--- src/rtl/uart_prog_pkg.sv ---
// Shared definitions for the UART program loader: FSM encodings, the default
// start word and the elaboration-time helpers for bit timing and address width.
// Optional feature macro: PROG_CHECKSUM_EN adds the CSUM state.
package uart_prog_pkg;

`ifdef PROG_CHECKSUM_EN
  typedef enum logic [2:0] {ST_IDLE, ST_LEN, ST_DATA, ST_CSUM, ST_DONE} state_t;
`else
  typedef enum logic [2:0] {ST_IDLE, ST_LEN, ST_DATA, ST_DONE} state_t;
`endif

  typedef enum logic [1:0] {RX_IDLE, RX_START, RX_BITS, RX_STOP} rx_state_t;

  // "TEKN" received as the byte stream 54 45 4B 4E
  localparam logic [31:0] DEFAULT_MAGIC = 32'h4E4B4554;

  function automatic int clog2(input longint unsigned value);
    int bits;
    longint unsigned span;
    bits = 0;
    span = 1;
    while (span < value) begin
      span = span << 1;
      bits++;
    end
    return bits;
  endfunction

  function automatic int clks_per_bit(input int clk_freq_hz, input int baud_rate);
    return clk_freq_hz / baud_rate;
  endfunction

endpackage

--- src/rtl/uart_rx_byte.sv ---
// UART byte receiver: 2-flop synchronizer, start-bit qualification at half a
// bit, mid-bit sampling of 8 data bits (LSB first) and stop-bit check.
// rx_valid / frame_err are single-cycle pulses at the stop-bit sample.
module uart_rx_byte
  import uart_prog_pkg::*;
#(
  parameter int CLKS_PER_BIT = 868
) (
  input  logic       clk,
  input  logic       rst_n,
  input  logic       rx,
  output logic       rx_valid,
  output logic [7:0] rx_data,
  output logic       frame_err
);

  localparam int CNT_W = clog2(CLKS_PER_BIT) + 1;
  localparam logic [CNT_W-1:0] BIT_LAST  = CNT_W'(CLKS_PER_BIT - 1);
  localparam logic [CNT_W-1:0] HALF_LAST = CNT_W'(CLKS_PER_BIT / 2 - 1);

  logic             sync1, sync2, line_prev;
  logic             fall, half_tick, bit_tick;
  rx_state_t        state, state_n;
  logic [CNT_W-1:0] cnt;
  logic [2:0]       bit_idx;
  logic [7:0]       shreg;

  assign fall      = line_prev & ~sync2;
  assign half_tick = (cnt == HALF_LAST);
  assign bit_tick  = (cnt == BIT_LAST);
  assign rx_data   = shreg;

  // Synchronize the asynchronous line; the third flop gives edge detection
  always_ff @(posedge clk) begin
    if (!rst_n) begin
      sync1     <= 1'b1;
      sync2     <= 1'b1;
      line_prev <= 1'b1;
    end else begin
      sync1     <= rx;
      sync2     <= sync1;
      line_prev <= sync2;
    end
  end

  // Receiver state register
  always_ff @(posedge clk) begin
    if (!rst_n) state <= RX_IDLE;
    else        state <= state_n;
  end

  // Receiver next state: a start bit that is gone by half a bit was a glitch
  always_comb begin
    state_n = state;
    unique case (state)
      RX_IDLE:  if (fall) state_n = RX_START;
      RX_START: if (half_tick) state_n = sync2 ? RX_IDLE : RX_BITS;
      RX_BITS:  if (bit_tick && (bit_idx == 3'd7)) state_n = RX_STOP;
      RX_STOP:  if (bit_tick) state_n = RX_IDLE;
      default:  state_n = RX_IDLE;
    endcase
  end

  // Byte strobes at the stop-bit sample; a low stop bit drops the byte
  always_comb begin
    rx_valid  = (state == RX_STOP) && bit_tick && sync2;
    frame_err = (state == RX_STOP) && bit_tick && !sync2;
  end

  // Bit timer restarts at the start-bit midpoint so later samples land mid-bit
  always_ff @(posedge clk) begin
    if (!rst_n) begin
      cnt     <= '0;
      bit_idx <= '0;
    end else begin
      if ((state == RX_IDLE) || ((state == RX_START) && half_tick) || bit_tick)
        cnt <= '0;
      else
        cnt <= cnt + CNT_W'(1);
      if (state == RX_START)
        bit_idx <= '0;
      else if ((state == RX_BITS) && bit_tick)
        bit_idx <= bit_idx + 3'd1;
    end
  end

  // Deserializer, LSB first
  always_ff @(posedge clk) begin
    if ((state == RX_BITS) && bit_tick) shreg <= {sync2, shreg[7:1]};
  end

endmodule

--- src/rtl/uart_prog_loader.sv ---
// UART boot loader: waits for the MAGIC word, reads a little-endian word
// count, then writes that many little-endian words into program RAM while
// holding the processor subsystem in reset.
// Optional feature macro: PROG_CHECKSUM_EN (trailing XOR checksum byte).
module uart_prog_loader
  import uart_prog_pkg::*;
#(
  parameter int          CLK_FREQ_HZ    = 100000000,
  parameter int          BAUD_RATE      = 115200,
  parameter int          RAM_DEPTH      = 131072,
  parameter logic [31:0] MAGIC          = DEFAULT_MAGIC,
  parameter int          TIMEOUT_CYCLES = 100000000,
  parameter int          RESET_HOLD     = 16,
  localparam int         ADDR_W         = clog2(RAM_DEPTH)
) (
  input  logic              clk_i,
  input  logic              rst_ni,
  input  logic              prog_rx_i,
  output logic              prog_mode_o,
  output logic              system_reset_no,
  output logic              mem_we_o,
  output logic [ADDR_W-1:0] mem_addr_o,
  output logic [31:0]       mem_wdata_o,
  output logic              prog_err_o
);

  localparam int              CLKS_PER_BIT = clks_per_bit(CLK_FREQ_HZ, BAUD_RATE);
  localparam int              WC_W         = ADDR_W + 1;
  localparam logic [31:0]     DEPTH_W32    = 32'(RAM_DEPTH);
  localparam logic [31:0]     TIMEOUT_W32  = 32'(TIMEOUT_CYCLES);
  localparam logic [31:0]     HOLD_LAST    = 32'(RESET_HOLD - 1);
  localparam logic [WC_W-1:0] ONE_WORD     = WC_W'(1);
`ifdef PROG_CHECKSUM_EN
  localparam state_t          ST_PAYLOAD_END = ST_CSUM;
`else
  localparam state_t          ST_PAYLOAD_END = ST_DONE;
`endif

  state_t            state, state_n;
  logic              rx_valid, frame_err;
  logic [7:0]        rx_data;
  logic [31:0]       sr, sr_next, word, word_next;
  logic [1:0]        byte_cnt;
  logic [WC_W-1:0]   n_words;
  logic [ADDR_W-1:0] idx;
  logic [31:0]       tmo_cnt, hold_cnt;
  logic              payload_byte, byte_last, timed_state;
  logic              magic_hit, len_done, len_big, len_zero;
  logic              word_done, last_word, tmo_hit, hold_done;

  uart_rx_byte #(
    .CLKS_PER_BIT(CLKS_PER_BIT)
  ) u_rx (
    .clk      (clk_i),
    .rst_n    (rst_ni),
    .rx       (prog_rx_i),
    .rx_valid (rx_valid),
    .rx_data  (rx_data),
    .frame_err(frame_err)
  );

  assign sr_next      = {rx_data, sr[31:8]};
  assign word_next    = {rx_data, word[31:8]};
  assign payload_byte = rx_valid && ((state == ST_LEN) || (state == ST_DATA));
  assign byte_last    = rx_valid && (byte_cnt == 2'd3);
  assign timed_state  = (state != ST_IDLE) && (state != ST_DONE);
  assign magic_hit    = (state == ST_IDLE) && rx_valid && (sr_next == MAGIC);
  assign len_done     = (state == ST_LEN) && byte_last;
  assign len_big      = (word_next > DEPTH_W32);
  assign len_zero     = (word_next == 32'd0);
  assign word_done    = (state == ST_DATA) && byte_last;
  assign last_word    = ({1'b0, idx} == (n_words - ONE_WORD));
  assign tmo_hit      = timed_state && !rx_valid && (tmo_cnt == TIMEOUT_W32);
  assign hold_done    = (hold_cnt == HOLD_LAST);

`ifdef PROG_CHECKSUM_EN
  logic [7:0] csum;
  logic       csum_bad;
  assign csum_bad = (state == ST_CSUM) && rx_valid && (rx_data != csum);

  // Running XOR over every length and payload byte of the current frame
  always_ff @(posedge clk_i) begin
    if (magic_hit)         csum <= '0;
    else if (payload_byte) csum <= csum ^ rx_data;
  end
`endif

  // Loader state register
  always_ff @(posedge clk_i) begin
    if (!rst_ni) state <= ST_IDLE;
    else         state <= state_n;
  end

  // Loader next state; a timeout abandons the frame from any receiving state
  always_comb begin
    state_n = state;
    unique case (state)
      ST_IDLE: if (magic_hit) state_n = ST_LEN;
      ST_LEN: begin
        if (tmo_hit) state_n = ST_IDLE;
        else if (len_done) begin
          if (len_big)       state_n = ST_IDLE;
          else if (len_zero) state_n = ST_PAYLOAD_END;
          else               state_n = ST_DATA;
        end
      end
      ST_DATA: begin
        if (tmo_hit)                       state_n = ST_IDLE;
        else if (word_done && last_word)   state_n = ST_PAYLOAD_END;
      end
`ifdef PROG_CHECKSUM_EN
      ST_CSUM: begin
        if (tmo_hit)       state_n = ST_IDLE;
        else if (rx_valid) state_n = ST_DONE;
      end
`endif
      ST_DONE: if (hold_done) state_n = ST_IDLE;
      default: state_n = ST_IDLE;
    endcase
  end

  // LED and subsystem reset follow the state, so they flip on the same edge
  always_comb begin
    prog_mode_o     = (state != ST_IDLE);
    system_reset_no = (state == ST_IDLE);
  end

  // Little-endian assembly of length and payload words
  always_ff @(posedge clk_i) begin
    if (payload_byte) word <= word_next;
  end

  // Control counters, MAGIC window, RAM write port and sticky error flag
  always_ff @(posedge clk_i) begin
    if (!rst_ni) begin
      sr          <= '0;
      byte_cnt    <= '0;
      n_words     <= '0;
      idx         <= '0;
      tmo_cnt     <= '0;
      hold_cnt    <= '0;
      mem_we_o    <= 1'b0;
      mem_addr_o  <= '0;
      mem_wdata_o <= '0;
      prog_err_o  <= 1'b0;
    end else begin
      mem_we_o <= 1'b0;
      tmo_cnt  <= (timed_state && !rx_valid) ? tmo_cnt + 32'd1 : 32'd0;
      hold_cnt <= (state == ST_DONE) ? hold_cnt + 32'd1 : 32'd0;
      // A lost byte breaks the contiguous window, so matching restarts
      if (state == ST_IDLE) begin
        if (magic_hit || frame_err) sr <= '0;
        else if (rx_valid)          sr <= sr_next;
      end
      if (magic_hit) begin
        byte_cnt   <= '0;
        prog_err_o <= 1'b0;
      end else if (payload_byte) begin
        byte_cnt <= byte_cnt + 2'd1;
      end
      if (len_done) begin
        n_words <= word_next[ADDR_W:0];
        idx     <= '0;
        if (len_big) prog_err_o <= 1'b1;
      end
      if (word_done) begin
        mem_we_o    <= 1'b1;
        mem_addr_o  <= idx;
        mem_wdata_o <= word_next;
        idx         <= idx + ADDR_W'(1);
      end
      if (tmo_hit) prog_err_o <= 1'b1;
`ifdef PROG_CHECKSUM_EN
      if (csum_bad) prog_err_o <= 1'b1;
`endif
    end
  end

endmodule

--- config.mk ---
export PLATFORM = sky130hd
export DESIGN_NAME = uart_prog_loader
export DESIGN_NICKNAME = d
export VERILOG_FILES = /design/src/rtl/uart_prog_pkg.sv /design/src/rtl/uart_rx_byte.sv /design/src/rtl/uart_prog_loader.sv
export SDC_FILE = /design/constraint.sdc
export NUM_CORES = 1
export LEC_CHECK = 0
export ABC_CLOCK_PERIOD_IN_PS = 2940
export CELL_PAD_IN_SITES_DETAIL_PLACEMENT = 1
export CELL_PAD_IN_SITES_GLOBAL_PLACEMENT = 2
export CORE_MARGIN = 3
export CORE_UTILIZATION = 39
export CTS_BUF_LIST = sky130_fd_sc_hd__clkbuf_4 sky130_fd_sc_hd__clkbuf_8
export DETAILED_ROUTE_END_ITERATION = 10
export PLACE_DENSITY = 0.94
export SLEW_MARGIN = 20
export SYNTH_ARGS = -nofsm -noshare
export SYNTH_HDL_FRONTEND = slang
export SYNTH_SLANG_ARGS = --single-unit
--- constraint.sdc ---
create_clock -name clk_i -period 2.94 [get_ports clk_i]
set_input_delay 0.588 -clock clk_i [delete_from_list [all_inputs] [get_ports clk_i]]
set_output_delay 0.588 -clock clk_i [all_outputs]
set_load 0.03 [all_outputs]
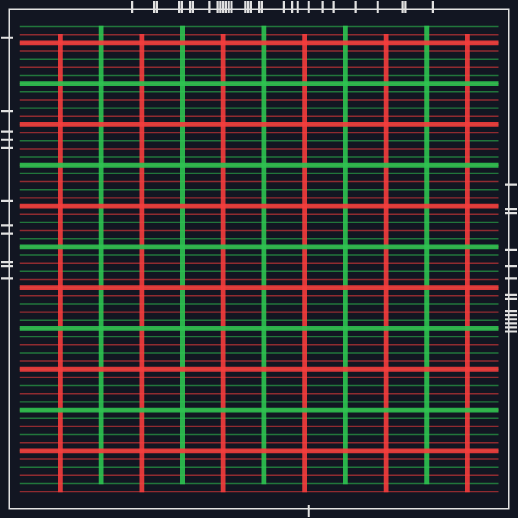
**Above:** supply network.
(3 px per um) Pins as bars on the die edge.
legend:
  green:
    net: VDD
  red:
    net: VSS
met5 straps: 11
signal pins: 56
rows: 57
met1 rails: 58

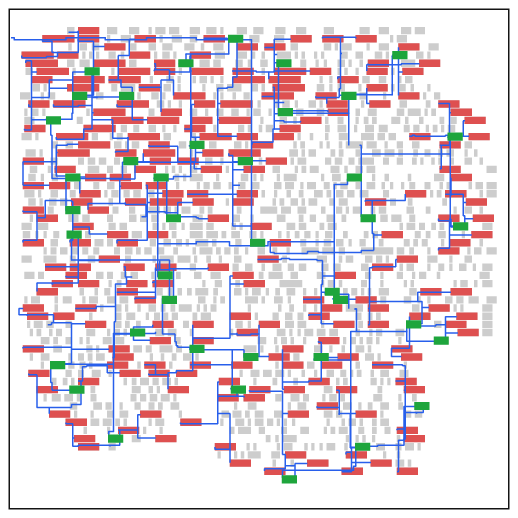
**Above:** clock network drawn from the DEF.
(3 px per um)
legend:
  blue:
    item: clock wires
    length: 3250 um
  red:
    item: flip-flops
    count: 229
  green:
    item: clock drivers
    count: 40
routed clock nets: 41

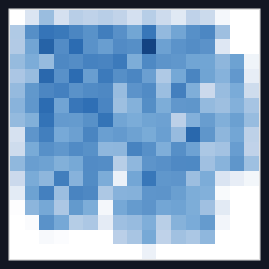
**Above:** cell density map.
(1.5 px per um) 17 x 17 tiles, from white (low) to dark blue (high), 0 to 100% covered.
fullest tile: 92%
mean over tiles: 41%
tiles over 75% full: 2.4%
nearly empty tiles: 14%
emptiest ninth of the die: bottom right

==> results.cfg <==
; flow metrics
[status]
run_status = finished, final reports clean

[cells_and_area]
clkbuf_count = 66
comb.multi_input.count = 820
layout.non_clock_buffers = 79
lay_top_count = nand2_1
largestRegisters = hold_cnt: 32 flops, mem_wdata_o: 32 flops, tmo_cnt: 32 flops

[worst_setup_path]
crit_path_end = state[1]$_SDFFE_PN0P_
critPathArrivalTime_ns = 3.19
r2r_cells = 10

[placed_design]
dpl_worst_slack_ns = 0.198

[grt]
grt_first_pass_wirelength_um = 42700

[final_timing]
setup_viol = 0
hold_slack_ns = 0.424

[pwr]
largestPowerGroup = registers
power.total_mw = 6.31

[clock_network]
clk_latency_ns = 0.55

[logic_synthesis]
syn_inst = 1118
syn-cell-area_um2 = 9980
flop_cell = dfxtp_1

[floorplanning]
tapCellCount = 324
fp.dieW_um = 166
